### Where the registers sit, run 1

(3 px per um) Other sequential cells in the stronger grey, the rest of the logic in the fainter grey.
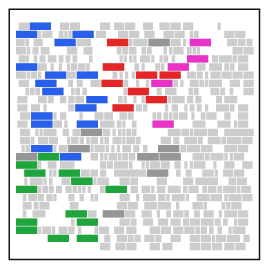
### Clock wires, drivers and flops, run 1

(3 px per um)
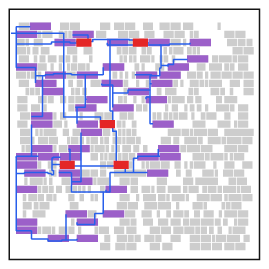
### Cell placement, run 1

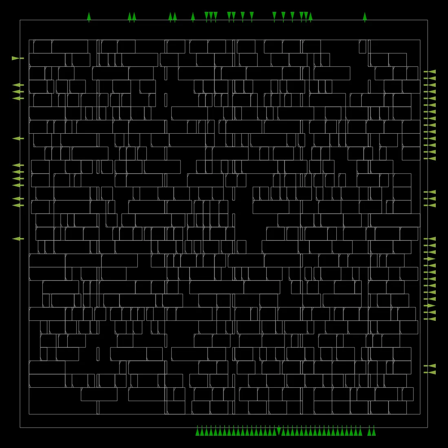
Design poly_actor_enable_invoke, sky130hd; sources not shown.
==> flow_metrics.env, run 1 <==
# physical design summary
export IMPL_clock_sinks=51
export IMPL_synth_top_cell_by_count="dfxtp_1"
export IMPL_wire_per_inst_um=13.3
export IMPL_fin_ws_ns=1.84
export IMPL_ys_ff=51
export IMPL_wirelength_um=7570
export IMPL_warnings=27
export IMPL_setup_worst_path_end_class="flop"
export IMPL_status="finished, final reports clean"
export IMPL_ff2ff_path_depth=11
export IMPL_synthCells=396
export IMPL_ant_nets=0
export IMPL_slew_viol_final=0
export IMPL_synthTopCellsByCount="dfxtp_1 (51), nor2_1 (47), nand2_1 (46), a21oi_1 (30), ha_1 (30)"
export IMPL_die_area_um2=6880
export IMPL_grtUsageTotal=0.223
export IMPL_p_per_area_nw_per_um2=152
export IMPL_rsz0062_at_grt="no"
export IMPL_boundaryPins=103
export IMPL_synth_top_cell_area_share=0.320
export IMPL_drcViolationCount=0
export IMPL_required_ns=6.50
export IMPL_ys_warnings_count=0
export IMPL_path_cells="clkdlybuf4s50_1, inv_1, ha_1, nand4_1, a211o_1, or3_4, o211ai_4, mux2_2, ha_1, a21o_1, a31oi_1, o21ai_0, or3_1, and3_1, a32o_1"
export IMPL_fp_utilization=0.527
export IMPL_fin_crit_ns=4.56
export IMPL_area_growth_pct=36.1
export IMPL_drv_cap=0
export IMPL_top_area_cell="dfxtp_1"
export IMPL_crit_top_cell="ha_1"
export IMPL_arrival_ns=4.66
export IMPL_ir_worst_vdd_uv=197
export IMPL_cp_slowest_cell="clkdlybuf4s50_1"
export IMPL_grt_pass1_wl_um=13100
export IMPL_ys_chip_area_um2=3190
export IMPL_n_antenna_cell=0
export IMPL_rrSetupSlack_ns=3.10
export IMPL_io_buffer_count=101
export IMPL_nNetsFinal=605
export IMPL_rows=28
About 'Where the registers sit':
- fire_count: blue (sequential cells 16)
- arg2_q: magenta (sequential cells 5)
- instr_q: red (sequential cells 8; where top centre)
- cnt_q: green (sequential cells 13)
- not coloured: 9
Seq area share: 0.235
final core utilization: 0.717
register area: 1020 um^2
Seq power: 0.324 mW

About 'Clock wires, drivers and flops':
- clock drivers: red (count 5)
- flip-flops: purple (count 51)
- clock wires: blue (length 587 um)
- routed clock nets: 6
clock power share: 0.326
clk pwr: 0.215 mW
worst skew pair latency: 0.30 ns

About 'Cell placement':
# Taps: 75
Seq cells: 51
Layout fillers: 488
Layout Cells excl Fill: 569
Core ar.: 6060 um^2

[run 1: report_power, final]
group | switching [mW] | leakage [nW] | internal [mW]
logic | 0.0485 | 1.15 | 0.0731
clock network | 0.101 | 0.0513 | 0.115
registers | 0.00396 | 0.411 | 0.320
total | 0.153 | 1.61 | 0.508
[run 1: worst max-delay path: cells and delay by family]
kind,cells,cell delay [ns]
and+or+nand+nor,4,1.13
AOI/OAI and AO/OA,6,1.03
adders and majority gates,2,0.60
buffers and inverters,2,0.56
muxes,1,0.38
[run 1: cells in the final DEF (no fill, tap or decap), types with 3 or more instances in the layout]
cell type / instances
clkdlybuf4s50_1: 101
dfxtp_1: 51
nor2_1: 47
nand2_1: 46
a21oi_1: 30
ha_1: 30
inv_1: 27
nand3_1: 19
nor4_1: 16
xnor2_1: 14
xor2_1: 13
nand4_1: 11
nor3_1: 9
o21ai_0: 7
mux2_2: 5
or3_1: 5
and3_1: 5
clkbuf_8: 5
a31oi_1: 4
and4_1: 3
a21o_1: 3
nand2b_1: 3
or4_1: 3
[run 1: final cells by class]
type | count | area (um^2)
Multi-Input combinational cell | 306 | 2000
Fill cell | 488 | 1710
Clock inverter | 1 | 30.0
Timing Repair Buffer | 103 | 1030
Tap cell | 75 | 93.8
Sequential cell | 51 | 1020
Clock buffer | 6 | 72.6
Inverter | 27 | 101
[run 1: through the flow]
step	util	hold slack (ns)	cells	cell area [um^2]	power, mW
after floorplan	-	0.336	396	3190	0.386
after global placement	0.700	0.335	562	4240	0.449
after detailed placement	0.700	0.341	562	4240	0.452
after CTS	0.717	0.356	569	4350	0.666
after global routing	0.717	0.372	569	4350	0.692
final	0.717	0.357	569	4350	0.661
[run 1: logic make-up (layout without fill, tap and decap cells)]
family | Yosys count | in the layout | share of synthesized area
compound gates | 60 | 60 | 0.126
xor+xnor | 27 | 27 | 0.0740
fa+ha+maj | 30 | 30 | 0.118
buf+inv | 39 | 137 | 0.0537
flops | 51 | 51 | 0.320
mux | 7 | 7 | 0.0239
other cells | 1 | 1 | 0.00117
simple gates | 181 | 181 | 0.284
[run 1: metal layers]
metal	vias up	global-route usage	wire [um]
met5	-	0	0
met4	0	0.0758	111
met3	12	0.0437	380
met2	88	0.402	3660
met1	1423	0.262	3420
li1	1591	-	-
## Run 2: what changed since run 1
--- a/config.mk
+++ b/config.mk
@@ -6,7 +6,7 @@
 export NUM_CORES = 1
 export LEC_CHECK = 0
 export CORE_MARGIN = 1.5
-export CORE_UTILIZATION = 50
+export CORE_UTILIZATION = 47
 export DETAILED_ROUTE_END_ITERATION = 10
 export PLACE_DENSITY_LB_ADDON = 0.1
 export SKIP_CTS_REPAIR_TIMING = 1
==> constraint.sdc (replaced) <==
create_clock -name clk -period 4.3 [get_ports clk]
set_clock_uncertainty 0.1 [all_clocks]
set_input_delay 0.645 -clock clk [delete_from_list [all_inputs] [get_ports clk]]
set_output_delay 0.645 -clock clk [all_outputs]
set_load 0.02 [all_outputs]
==> flow_metrics.env, run 2 <==
# physical design summary
export IMPL_ir_worst_vdd_uv=220
export IMPL_grtUsageTotal=0.209
export IMPL_nNetsFinal=612
export IMPL_ant_nets=0
export IMPL_crit_buf_inv=2
export IMPL_stdcell_count=579
export IMPL_setup_worst_path_end_class="flop"
export IMPL_p_per_area_nw_per_um2=218
export IMPL_status="complete, but fails checks"
export IMPL_wire_per_inst_um=13.3
export IMPL_clock_latency_ns=0.31
export IMPL_ff2ff_path_depth=11
export IMPL_final_cell_mix="clkdlybuf4s50_1 (101), dfxtp_1 (51), nor2_1 (47)"
export IMPL_hold_slack_ns=0.357
export IMPL_dp_cells=571
export IMPL_synthTopCellsByCount="dfxtp_1 (51), nor2_1 (47), nand2_1 (46), a21oi_1 (30), ha_1 (30)"
export IMPL_ys_chip_area_um2=3190
export IMPL_crit_top_cell="ha_1"
export IMPL_die_area_um2=7300
export IMPL_required_ns=4.39
export IMPL_synth_top_cell_by_count="dfxtp_1"
export IMPL_fp_utilization=0.495
export IMPL_slew_viol_final=0
export IMPL_io_buffer_count=101
export IMPL_fin_crit_ns=4.11
export IMPL_grt_pass1_wl_um=12700
export IMPL_rrSetupSlack_ns=1.13
export IMPL_boundaryPins=103
export IMPL_top_area_cell="dfxtp_1"
export IMPL_drcViolationCount=7
export IMPL_violations="DRC"
export IMPL_cp_slowest_cell="clkdlybuf4s50_1"
export IMPL_ys_ff=51
export IMPL_ys_warnings_count=0
export IMPL_critPathTopFamily="simple AND/OR/NAND/NOR gates"
export IMPL_synthCells=396
-- run 2: cell counts after synthesis --
Identical to the previous run, type by type.
-- run 2: worst reg2reg max path, delay by kind of cell (launching register included) --
| family | cells | cell delay (ns) |
|---|---|---|
| AOI/OAI and AO/OA | 4 | 0.61 |
| adders and majority gates | 1 | 0.31 |
| DFF | 1 | 0.32 |
| and+or+nand+nor | 6 | 1.71 |
-- run 2: per-stage QoR --
| stage | setup WS [ns] | setup TNS, ns | area (um^2) | util | power [mW] |
|---|---|---|---|---|---|
| 2_1_floorplan | 0.488 | 0 | 3190 | - | 0.575 |
| 3_3_place_gp | 0.00996 | 0 | 4300 | 0.666 | 0.678 |
| 3_5_place_dp | -0.107 | -0.177 | 4300 | 0.666 | 0.683 |
| 4_1_cts | 0.202 | 0 | 4390 | 0.680 | 0.968 |
| 5_1_grt | 0.0363 | 0 | 4390 | 0.680 | 1.01 |
| 6_report | 0.188 | 0 | 4390 | 0.680 | 0.959 |
-- run 2: logic make-up (layout without fill, tap and decap cells) --
logic type	after synthesis	count (layout)	synth area share
mux	7	7	0.0239
fa+ha+maj	30	30	0.118
other cells	1	1	0.00117
flops	51	51	0.320
buf+inv	39	145	0.0537
xor+xnor	27	27	0.0740
simple gates	181	181	0.284
compound gates	60	60	0.126
-- run 2: cell type report --
class / count / area [um^2]
Sequential cell: 51 / 1020
Inverter: 27 / 101
Timing Repair Buffer: 110 / 1080
Clock inverter: 1 / 8.76
Clock buffer: 7 / 86.3
Fill cell: 546 / 2060
Tap cell: 77 / 96.3
Multi-Input combinational cell: 306 / 2000
-- run 2: metal layers --
layer,vias up,share of wire,GRT usage
li1,1601,-,-
met1,1409,0.47,0.264
met2,66,0.47,0.363
met3,9,0.056,0.0447
met4,0,0.0096,0.0543
met5,-,0,0
-- run 2: power by group --
| group | total [mW] | internal (mW) | switching [mW] |
|---|---|---|---|
| clock | 0.285 | 0.132 | 0.153 |
| sequential | 0.482 | 0.476 | 0.00566 |
| combinational | 0.192 | 0.116 | 0.0753 |
### Cell placement, run 2

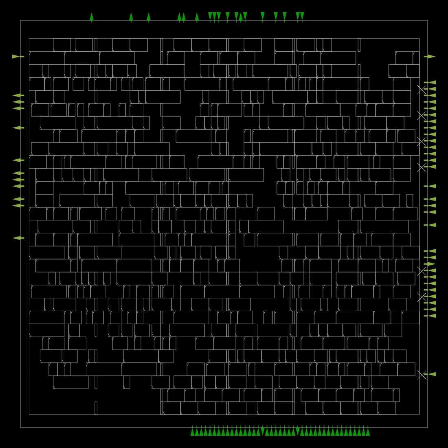
Layout fillers: 546
# Taps: 77
final core utilization: 0.680
Core Rows: 29
Core ar.: 6460 um^2

### Cells coloured by class, run 2

(3 px per um)
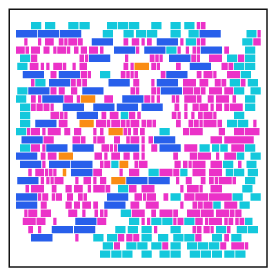
- combinational and other logic: magenta (cells 333; share of their area 49%)
- sequential cells: blue (cells 51; share of their area 24%)
- remaining buffers and delay cells: cyan (cells 110; share of their area 25%)
- clock drivers and dummy loads: orange (cells 8; share of their area 2.2%)
Seq area share: 0.232
final instance area: 4390 um^2

Power is estimated from default activity; no workload was simulated.
